### src/rtl/ram_read_streamer.sv
// Strided RAM read sequencer: issues read addresses on one RAM port, absorbs the
// one-cycle read latency and streams the returned words out through a 4-entry FIFO.
module ram_read_streamer #(
  parameter int unsigned AW = 11,
  parameter int unsigned MW = 8,
  parameter int unsigned DW = 8
) (
  input  logic             clk,
  input  logic             resetn,
  input  logic             start,
  input  logic [AW-1:0]    base_addr,
  input  logic [AW-1:0]    stride,
  input  logic [AW:0]      num_words,
  output logic             busy,
  output logic             done,
  output logic [AW-1:0]    ram_addr,
  output logic [MW-1:0]    ram_we,
  input  logic [MW*DW-1:0] ram_q,
  output logic [MW*DW-1:0] out_data,
  output logic             out_valid,
  input  logic             out_ready
);

  localparam int unsigned WW    = MW * DW;
  localparam int unsigned Depth = 4;

  typedef enum logic [1:0] {StIdle, StRun, StDrain, StDone} state_e;

  state_e          state_q, state_d;
  logic [AW-1:0]   addr_q, addr_d;
  logic [AW-1:0]   stride_q, stride_d;
  logic [AW:0]     remaining_q, remaining_d;
  // Set for the cycle in which ram_q carries the word of a read issued last cycle.
  logic            rd_vld_q;

  logic [WW-1:0]   mem_q [Depth];
  logic [1:0]      wr_ptr_q, rd_ptr_q;
  logic [2:0]      count_q, count_d;

  logic            issue;
  logic            pop;
  logic            fifo_we;
  logic [2:0]      credit_used;

  assign ram_we    = '0;
  assign ram_addr  = addr_q;
  assign out_valid = (count_q != 3'd0);
  assign out_data  = mem_q[rd_ptr_q];
  assign busy      = (state_q == StRun) || (state_q == StDrain);
  assign done      = (state_q == StDone);

  always_comb begin
    pop         = out_valid & out_ready;
    fifo_we     = rd_vld_q;
    // FIFO occupancy plus reads still in flight must never exceed the FIFO depth.
    credit_used = count_q + {2'b00, rd_vld_q};
    issue       = (state_q == StRun) && (credit_used < 3'(Depth)) && (remaining_q != '0);
    count_d     = count_q + {2'b00, fifo_we} - {2'b00, pop};
  end

  always_comb begin
    state_d     = state_q;
    addr_d      = addr_q;
    stride_d    = stride_q;
    remaining_d = remaining_q;
    unique case (state_q)
      StIdle: begin
        if (start) begin
          if (num_words == '0) begin
            state_d = StDone;
          end else begin
            addr_d      = base_addr;
            stride_d    = stride;
            remaining_d = num_words;
            state_d     = StRun;
          end
        end
      end
      StRun: begin
        if (issue) begin
          addr_d      = addr_q + stride_q;
          remaining_d = remaining_q - 1'b1;
          if (remaining_q == (AW+1)'(1)) begin
            state_d = StDrain;
          end
        end
      end
      StDrain: begin
        // Look at the post-pop count so done lands the cycle after the last handshake.
        if (!rd_vld_q && (count_d == 3'd0)) begin
          state_d = StDone;
        end
      end
      StDone: begin
        state_d = StIdle;
      end
      default: begin
        state_d = StIdle;
      end
    endcase
  end

  always_ff @(posedge clk or negedge resetn) begin
    if (!resetn) begin
      state_q     <= StIdle;
      addr_q      <= '0;
      stride_q    <= '0;
      remaining_q <= '0;
      rd_vld_q    <= 1'b0;
    end else begin
      state_q     <= state_d;
      addr_q      <= addr_d;
      stride_q    <= stride_d;
      remaining_q <= remaining_d;
      rd_vld_q    <= issue;
    end
  end

  always_ff @(posedge clk or negedge resetn) begin
    if (!resetn) begin
      for (int i = 0; i < int'(Depth); i++) begin
        mem_q[i] <= '0;
      end
      wr_ptr_q <= '0;
      rd_ptr_q <= '0;
      count_q  <= '0;
    end else begin
      if (fifo_we) begin
        mem_q[wr_ptr_q] <= ram_q;
        wr_ptr_q        <= wr_ptr_q + 2'd1;
      end
      if (pop) begin
        rd_ptr_q <= rd_ptr_q + 2'd1;
      end
      count_q <= count_d;
    end
  end

  fifo_no_overflow: assert property (@(posedge clk) disable iff (!resetn)
    !(fifo_we && !pop && (count_q == 3'(Depth))));

endmodule

### config.mk
export PLATFORM = sky130hd
export DESIGN_NAME = ram_read_streamer
export DESIGN_NICKNAME = d
export VERILOG_FILES = /design/src/rtl/ram_read_streamer.sv
export SDC_FILE = /design/constraint.sdc
export NUM_CORES = 1
export LEC_CHECK = 0
export CAP_MARGIN = 25
export CORE_ASPECT_RATIO = 0.5
export CORE_MARGIN = 2
export CORE_UTILIZATION = 40
export CTS_CLUSTER_DIAMETER = 200
export DETAILED_ROUTE_END_ITERATION = 6
export SYNTH_ARGS = -nofsm -noshare
export SYNTH_HDL_FRONTEND = slang
export SYNTH_SLANG_ARGS = --single-unit
### constraint.sdc
create_clock -name clk -period 2.65 [get_ports clk]
set_input_delay 0.3975 -clock clk [delete_from_list [all_inputs] [get_ports clk]]
set_output_delay 0.3975 -clock clk [all_outputs]
set_load 0.005 [all_outputs]
==> impl_metrics.csv, run 1 <==
group,metric,value,unit
power,power_leader,"combinational cells",
clock_network,cts_setup_buffers,11,
route,met1_length,14.41,mm
grt,first_global_vias,9004,
clock_network,cts_resized,86,
critical_path,critPathCaptureType,"flip-flop",
critical_path,rrSetupSlack,0.05,ns
job,drv_cap,0,
die,die_width,265.5,um
clock_network,cts.sinks,300,
placement,dp_hpwl,20.56,mm
placement,gp_congestion,0.7647,
critical_path,worst-setup-path-type,"reg -> reg",
timing,tightest_slew,0.5299,ns
yosys,most_common_cell,"dfrtp_1",
die,die_height,134.7,um
yosys,yosysWarnings,0,
finish,layout-drive-gt1-share,38.66,%
clock_network,cts_tree,"built",
power,p_sw,7196,uW
power,p_comb_share,45.8,%
route,met3WireLength,1.132,mm
yosys,syn_inst,911,
outcome,status,"finished clean",
route,ant_nets,0,
yosys,ys_sh_xor,0.8235,%
power,swShare,31.81,%
clock_network,htree_levels,1,
yosys,synth.distinct_cells,47,
die,die_area,35770,um2
critical_path,worstPathRequired,3.09,ns
grt,grtUsageMet1,24.55,%
yosys,syn-cell-area,13670,um2
yosys,synthFlopType,"dfrtp_1",
critical_path,crit_path_start,"count_q[0]$_DFF_PN0_",
route,drt_iter0_drc,306,
min_path,hp-class,"in -> async",
die,core,33340,um2
==> run 1: cell families (layout without fill, tap and decap cells) <==
kind of cell,count (synthesis),after routing
xor+xnor,12,12
flops,300,300
other cells,1,8
mux,340,340
compound gates,79,79
buf+inv,70,290
simple gates,83,83
fa+ha+maj,26,26
==> run 1: critical path: stages, from the launching register on <==
cell,delay (ns)
dfrtp_1,0.38
or3_1,0.39
and2_4,0.18
ha_1,0.20
ha_1,0.28
inv_1,0.05
or4_4,0.52
a21oi_4,0.18
mux2_4,0.31
==> run 1: layout by cell type, fill, tap and decap left out, types with 10 or more instances in the layout <==
cell type,count
dfrtp_1,298
mux2_2,270
clkdlybuf4s50_1,114
mux4_2,64
dlygate4sd2_1,50
clkbuf_16,29
a21oi_1,26
ha_1,25
nand2_1,23
o21ai_0,22
buf_4,22
buf_12,15
inv_1,14
nor2_1,14
nand3_1,13
clkdlybuf4s15_1,10
==> run 1: sequential cells by signal, indices dropped and copies added (netlist names) <==
register	count
rd_ptr_q	2
mem_q	256
stride_q	11
state_q	2
wr_ptr_q	2
count_q	3
fifo_we	1
remaining_q	12
ram_addr	11
==> run 1: area by class of cell <==
cell class / instances / share of cell area, %
clock buffers: 42 / 4.817
inverters: 15 / 0.3250
repair buffers: 223 / 13.59
multi-input cells: 548 / 34.25
well taps: 441 / 3.185
clock inverters: 10 / 0.4766
flip-flops and latches: 300 / 43.36
==> run 1: stage by stage <==
stage               hold WS [ns]  area (um2)  worst slack, ns  power [uW]  util (%)
finish                    0.3168       17330          0.04796       22620     51.96
global placement          0.3153       16220         -0.01313       18610     48.63
global route              0.3259       17330         -0.02736       24150     51.96
detailed placement        0.3196       16220         -0.05202       18970     48.63
CTS                       0.3040       17330         0.005008       22940     51.96
floorplan                 0.1019       13700          0.03929       14460         -
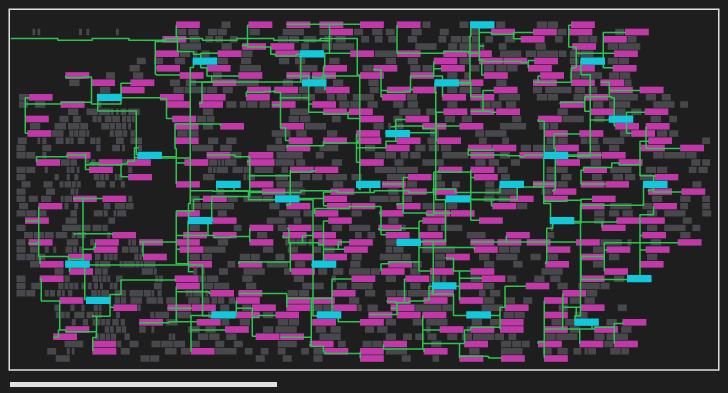
Fig. 1. Clock network drawn from the DEF (run 1).
Bar = 100 um.
Key: green = clock wires [length 3960 um]; cyan = cells driving clock nets [count 29]; magenta = flip-flops [count 300]
There are 30 routed clock nets. Position of the flops: widely spread.

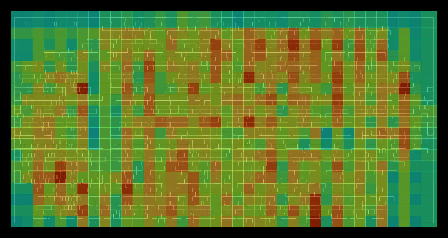
Fig. 2. Routing congestion (run 1).
Top Usage Layer GRT: met2
met3 usage: 3.082%
wire length per cell: 20.16 um
total global-route track usage: 18.12%

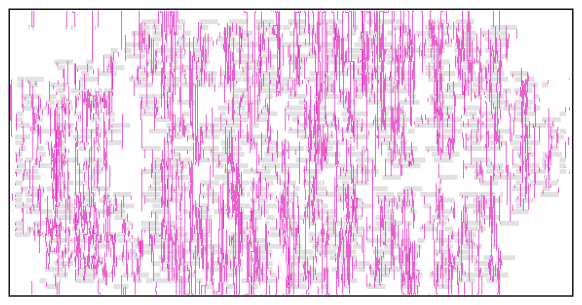
Fig. 3. Signal wires on met2 (run 1).
The longest straight run is 58.0 um. The layer carries 15800 um of wire. The layer holds 50% of the routed length. 1157 nets have wire on it. The wires run mostly vertical.
Detailed Route WL: 31.83 mm
via total after detailed routing: 8382
met2 Resource Use GR: 31.31%

Fig. 4: run 1, the metal 3 layer
Bar = 100 um.
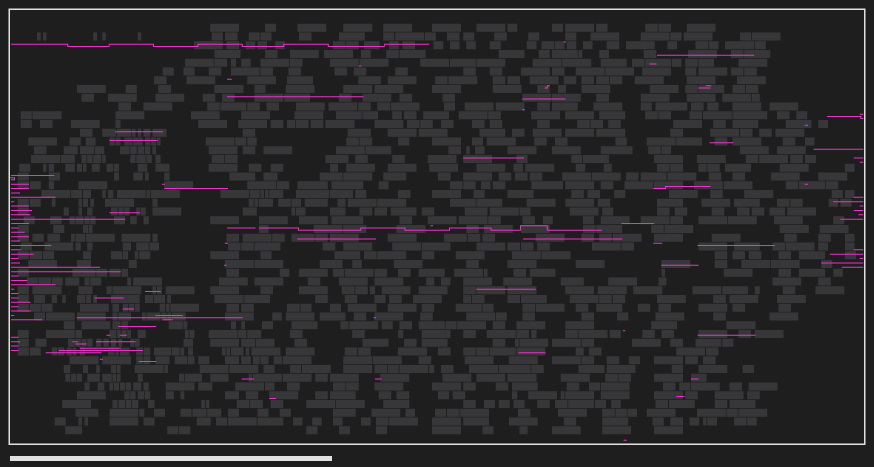

==> run 1 -> run 2 <==
==> constraint.sdc (replaced) <==
create_clock -name clk -period 2.65 [get_ports clk]
set_input_delay 0.265 -clock clk [delete_from_list [all_inputs] [get_ports clk]]
set_output_delay 0.265 -clock clk [all_outputs]
set_load 0.005 [all_outputs]
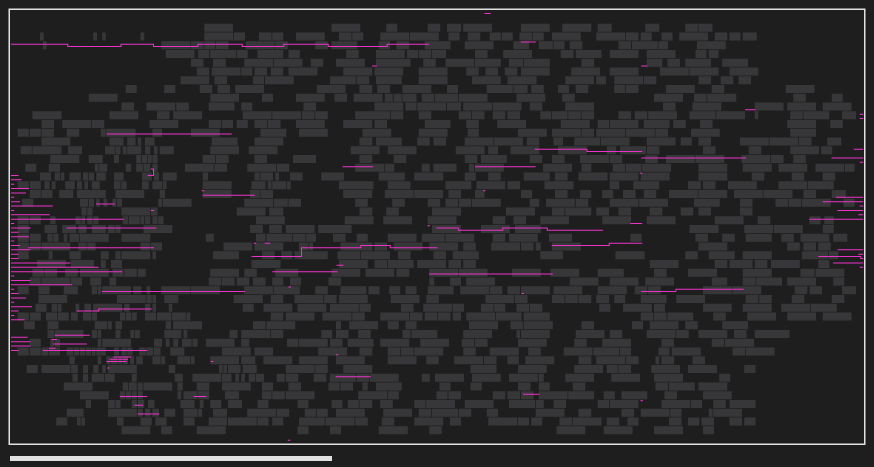
Fig. 5. The metal 3 layer (run 2).
Bar = 100 um.
The layer carries 1140 um of wire. The layer holds 3.6% of the routed length.

==> run 2 against run 1 <==
Effect of this change: sequential cell count unchanged; clock skew increased by 0.0011 ns; routed wire length decreased by 0.86%; first-iteration DRC count increased by 33%; largest cell class unchanged; highest routed layer unchanged.
==> impl_metrics.csv, run 2 <==
group,metric,value,unit
route,ant_nets,0,
yosys,synthFlopType,"dfrtp_1",
grt,grtUsageMet1,24.22,%
placement,dpl-instance-area,16210,um2
clock_network,cts_setup_buffers,0,
die,die_area,35770,um2
critical_path,rrSetupSlack,0.08,ns
critical_path,crit_slowest_cell,"mux4_2",
clock_network,htree_levels,1,
outcome,status,"finished clean",
route,met3WireLength,1.135,mm
yosys,most_common_cell,"dfrtp_1",
finish,reg_top3,"mem_q x256, remaining_q x12",
clock_network,cts.sinks,300,
critical_path,worstPathRequired,2.38,ns
clock_network,cts_tree,"built",
finish,mostFrequentLayoutCell,"dfrtp_1",
die,core,33340,um2
job,drv_cap,0,
route,met1_length,14.09,mm
finish,layout_top_cells,"298 x dfrtp_1, 271 x mux2_2, 147 x clkdlybuf4s50_1",
finish,largest_reg_flops,256,
route,drt_iter0_drc,406,
grt,first_global_vias,9467,
timing,tightest_slew,0.7348,ns
die,die_height,134.7,um
yosys,ys_sh_xor,0.8235,%
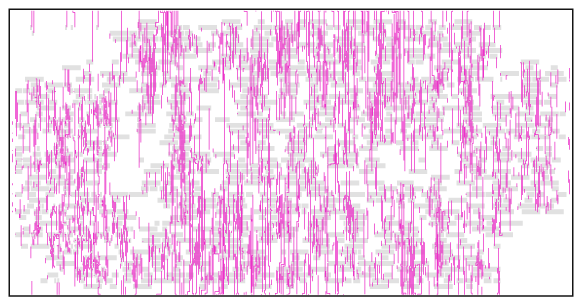
Fig. 6. Signal wires on met2 (run 2).
1147 nets have wire on it. The layer carries 15800 um of wire. The layer holds 50% of the routed length.
met2 Resource Use GR: 31.91%
via total after detailed routing: 8318

## run 2: cell counts after synthesis
No cell type changed its count.
## run 2: power groups by stage
stage	registers [uW]	logic, uW	clock network (uW)
6_report	8280	10300	4400
3_5_place_dp	8360	10700	0
2_1_floorplan	7850	6610	0
5_1_grt	8600	11200	4740
3_3_place_gp	8210	10400	0
4_1_cts	8290	10600	4540
## run 2: area by class of cell
class                   instances  area share (%)
diodes                          1         0.01448
inverters                      15          0.3258
multi-input cells             548           34.32
clock inverters                17           1.166
flip-flops and latches        300           43.48
clock buffers                  37           4.663
repair buffers                210           12.84
well taps                     441           3.193
## run 2: worst max-delay path by stage
stage / from / slack (ns) / endpoint / depth (start not counted)
final: rd_ptr_q[0]$_DFFE_PN0P_ / 0.08 / out_data[53] / 3
after detailed placement: count_q[2]$_DFF_PN0_ / 0.01 / state_q[1]$_DFFE_PN0P_ / 8
after global placement: count_q[2]$_DFF_PN0_ / 0.05 / state_q[1]$_DFFE_PN0P_ / 8
after floorplan: count_q[2]$_DFF_PN0_ / 0.04 / state_q[1]$_DFFE_PN0P_ / 8
after CTS: rd_ptr_q[0]$_DFFE_PN0P_ / 0.004 / out_data[21] / 3
after global routing: rd_ptr_q[0]$_DFFE_PN0P_ / -0.02 / out_data[59] / 3
## run 2: repair_timing
action | 4_1_cts | 5_1_grt
hold buffers | 1 | 0
hold endpoints to repair | 80 | 0
pin swaps | 0 | 2
gates resized | 18 | 20
setup endpoints to repair | 24 | 20
## run 2: cell families (layout without fill, tap and decap cells)
family	count (synthesis)	count (layout)
other cells	1	9
flops	300	300
xor+xnor	12	12
compound gates	79	79
fa+ha+maj	26	26
simple gates	83	83
mux	340	340
buf+inv	70	279
Power and IR drop assume default switching activity.
